**Power grid**

(8 px per micron) Pins as bars on the die edge. Tap cells in gray.
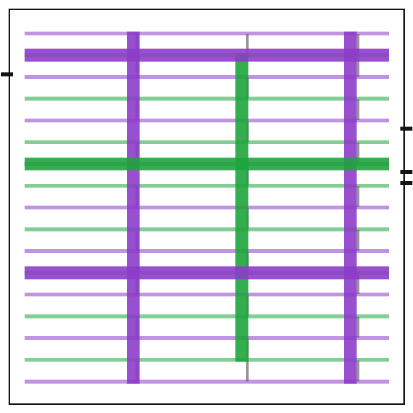
**Signal wires by layer**

(8 px per micron)
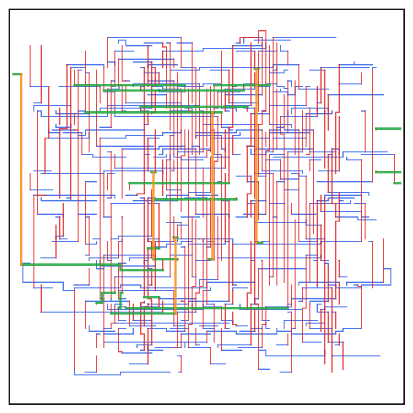
**M2 wires**

(6 px per micron)
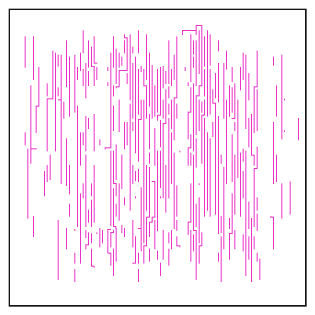
**Metal 3**

(6 px per micron)
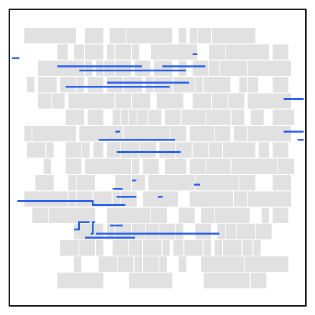
### src/rtl/clock_frequency_divider.sv
// clock_frequency_divider: divides InClock down to a ~50% duty square wave with a rise-aligned one-cycle tick
module clock_frequency_divider #(
    parameter int INPUT_FREQUENCY  = 50000000,
    parameter int OUTPUT_FREQUENCY = 10
) (
    input  logic InClock,
    input  logic reset,
    output logic OutClock,
    output logic OutRiseTick
);
    localparam int SAFE_OUT    = (OUTPUT_FREQUENCY == 0) ? 1 : OUTPUT_FREQUENCY;
    localparam int RAW_HALF    = INPUT_FREQUENCY / (2 * SAFE_OUT);
    localparam int HALF_PERIOD = (RAW_HALF < 1) ? 1 : RAW_HALF;
    localparam int CNT_WIDTH   = (HALF_PERIOD > 1) ? $clog2(HALF_PERIOD) : 1;
    localparam logic [CNT_WIDTH-1:0] LAST = CNT_WIDTH'(HALF_PERIOD - 1);

    if (OUTPUT_FREQUENCY == 0) begin : g_zero_freq
        $fatal(1, "clock_frequency_divider: OUTPUT_FREQUENCY must be non-zero");
    end
    if (OUTPUT_FREQUENCY > INPUT_FREQUENCY / 2) begin : g_too_fast
        $fatal(1, "clock_frequency_divider: OUTPUT_FREQUENCY exceeds INPUT_FREQUENCY/2");
    end

    logic [CNT_WIDTH-1:0] counter;

    // half-period counter; any value at or past the last count wraps to 0 and toggles the output
    always_ff @(posedge InClock) begin
        if (!reset) begin
            counter     <= '0;
            OutClock    <= 1'b0;
            OutRiseTick <= 1'b0;
        end else if (counter >= LAST) begin
            counter     <= '0;
            OutClock    <= ~OutClock;
            OutRiseTick <= ~OutClock;
        end else begin
            counter     <= counter + 1'b1;
            OutRiseTick <= 1'b0;
        end
    end
endmodule

### config.mk
export PLATFORM = sky130hd
export DESIGN_NAME = clock_frequency_divider
export DESIGN_NICKNAME = d
export VERILOG_FILES = /design/src/rtl/clock_frequency_divider.sv
export SDC_FILE = /design/constraint.sdc
export NUM_CORES = 1
export LEC_CHECK = 0
export CORE_MARGIN = 1.5
export CORE_UTILIZATION = 52
export DETAILED_ROUTE_END_ITERATION = 8
export PLACE_DENSITY = 0.72
export SYNTH_ARGS = -nofsm -noshare
export SYNTH_HDL_FRONTEND = slang
export SYNTH_SLANG_ARGS = --single-unit
### constraint.sdc
create_clock -name InClock -period 1.5 [get_ports InClock]
set_clock_uncertainty 0.1 [all_clocks]
set_input_delay 0.3 -clock InClock [delete_from_list [all_inputs] [get_ports InClock]]
set_output_delay 0.3 -clock InClock [all_outputs]
set_load 0.05 [all_outputs]
==> qor.log <==
[synth] tally of unique sky130hd cells used after synthesis 27
[critical_path] worst setup path category flip-flop to flip-flop
[final_timing] final max-slew violation count 0
[final_timing] setup TNS -2.967 ns
[placement] GPL Wtd Cong 0.8332
[critical_path] Crit Path Max Fanout 3
[placement] Cell Area, Placed 1443 sq um
[synth] mean cell area of the mapped netlist 8.798 sq um
[final_timing] final worst setup slack -0.2026 ns
[power] total power per unit cell area 622.0 nW/um^2
[critical_path] Arr. time, crit path 1.81 ns
[global_routing] wire length of the first global-routing pass 4.388 mm
[synth] main flop type dfxtp_1
[global_routing] pin count of the biggest net entering global routing 13
[placement] quantity of I/O buffers inserted on ports 3
[global_routing] number of global-route vias before repair 1,069
[run_status] violated checks negative setup slack
[cells_and_area] proportion of layout cells with a drive suffix above 1 42.35%
[synth] floorplan net count 129
[routing] antenna viol nets, final 0
[final_timing] unrepaired setup endpoints after global routing true
[synth] # Cells Yosys 126
[global_routing] residual overflow from global routing 0
[power] leakage component of the power 0.6392 nW
[final_timing] final setup vio count 23
[run_status] run status finished with violations
[clocking] number of buffers between clock root and the deepest sink 2
[clocking] H-tree Lvls 1
[clocking] TritonCTS clock tree yes
[placement] post-DP HPWL 1.932 mm
[critical_path] critical path capture point type flip-flop
[floorplanning] I/O pin count 4
[clocking] sink count of the clock tree 24
[routing] number of iterations in the first detailed-routing pass 4
[floorplanning] number of rows in the core area 16
[synth] synthesized cell area 1109 sq um
[synth] post-synthesis cell count 126
[synth] fraction of synthesized cell area taken by the top area cell type 43.34%
[routing] vias per std cell 5.558
[synth] EDFF count, synth 0
[routing] Iter 0 DRT Violations 18
[final_timing] maximum operating frequency 587.3 MHz
Notes on 'power grid' above:
Green stands for VDD. Purple stands for VSS.
4 signal pins sit on the boundary. 3 straps on met4. 17 met1 rails follow the rows. The core has 16 rows.
highest ir drop seen on vdd: 0.5316 mV
floorplan die height: 49.17 microns
placeable core region: 1982 sq um
width of the chip: 49.17 microns

Notes on 'signal wires by layer' above:
Orange stands for M4, wire length 84.3 microns. Blue stands for M1, wire length 1,150 microns. Red stands for M2, wire length 1,480 microns. Green stands for M3, wire length 159 microns.
Total Routed Length: 2.867 mm
routed wire length per instance: 14.55 microns
vias after detailed routing: 1,095
gr usage total: 23.30%

Notes on 'M2 wires' above:
The layer carries 1,480 microns of wire. 160 nets have wire on it. The longest straight run is 23.8 microns.
Global Route met2 Usage: 40.77%

Notes on 'metal 3' above:
The longest straight run is 20.2 microns. The layer carries 159 microns of wire. The layer holds 5.6% of the routed length. 18 nets have wire on it. The wires run mostly horizontal.
GR met3 Demand/Resource: 3.067%

-- flip-flops by register name, summed over array words and instances, names as in the netlist --
register,count
counter,22
OutClock,1
OutRiseTick,1
-- power breakdown --
group          total, mW  internal [mW]  switching [mW]  leakage, nW
combinational     0.0550         0.0293          0.0257        0.426
sequential         0.649          0.643         0.00609        0.199
clock              0.274         0.0939           0.180       0.0138
-- kinds of logic after synthesis --
logic type / Yosys count / synth area share, %
xor gates and xnor gates: 19 / 15.01
AOI/OAI and AO/OA: 7 / 4.403
adders and majority gates: 1 / 1.128
and+or+nand+nor: 70 / 32.96
DFF: 24 / 43.34
buffers and inverters: 5 / 3.160
-- critical path, cell delays in order, from the launching register on --
cell and delay [ns]:
dfxtp_1 0.40, nor3b_1 0.27, and4_1 0.31, nor3b_2 0.24
o21ai_1 0.10, and3_1 0.19
-- path summary, 6_finish.rpt --
path	startpoint	to	slack [ns]	cells past startpoint
max	counter[13]	OutClock	-0.20	5
min	OutClock	OutRiseTick	0.44	1
max reg2reg	counter[13]	OutClock	-0.20	5
min reg2reg	OutClock	OutRiseTick	0.44	1
-- placed cells by master (no fill, tap or decap), types with 2 or more instances in the layout --
master / instances
xor2_1: 14
nor3_1: 2
nor3b_1: 2
nand4_1: 7
nor2_1: 26
buf_12: 2
nand3_1: 8
and4_1: 2
buf_6: 2
nand2_1: 8
xnor2_1: 5
nor4_2: 2
clkbuf_4: 3
inv_1: 2
dfxtp_1: 13
nand2_2: 2
buf_4: 39
dfxtp_2: 10
and3_1: 3
-- synth_stat cells (2+ instances only) --
cell,number
buf_6,2
nand2_1,9
and4_1,2
nor3_1,4
nand4_1,7
dfxtp_1,24
xnor2_1,5
and3_1,3
nor4_1,2
nor3b_1,3
inv_1,2
xor2_1,14
o21ai_0,2
nor2_1,27
nand3_1,8
-- what timing repair did --
item	CTS	global route
setup buffers	2	3
setup endpoints to repair	24	24
hold buffers	0	0
resized	10	13
pin swaps	7	4
-- layer usage --
metal	track usage, %	share of wire (%)	vias to the layer above
li1	-	-	524
met1	28.24	40	525
met2	40.77	52	35
met3	3.067	5.5	11
met4	10.48	2.9	0
met5	0	0	-
-- area by class of cell --
type	count	area (sq um)	area share, %
Tap cell	27	33.78	2.150
Inverter	2	7.507	0.4777
Sequential cell	24	496.7	31.61
Multi-Input combinational cell	97	645.6	41.08
Clock buffer	3	22.52	1.433
Timing Repair Buffer	44	365.4	23.25
-- per-stage QoR --
stage	setup WS, ns	utilization, %	total power [mW]	hold slack, ns
floorplan	-0.07765	-	0.6891	0.3142
global placement	-0.1013	72.79	0.7104	0.3999
detailed placement	-0.2437	72.79	0.7139	0.4219
CTS	-0.1398	76.70	0.9899	0.4426
global route	-0.3012	79.29	1.015	0.4670
finish	-0.2026	79.29	0.9775	0.4387
Power figures rest on the tool's default switching activity, not on a simulated workload.
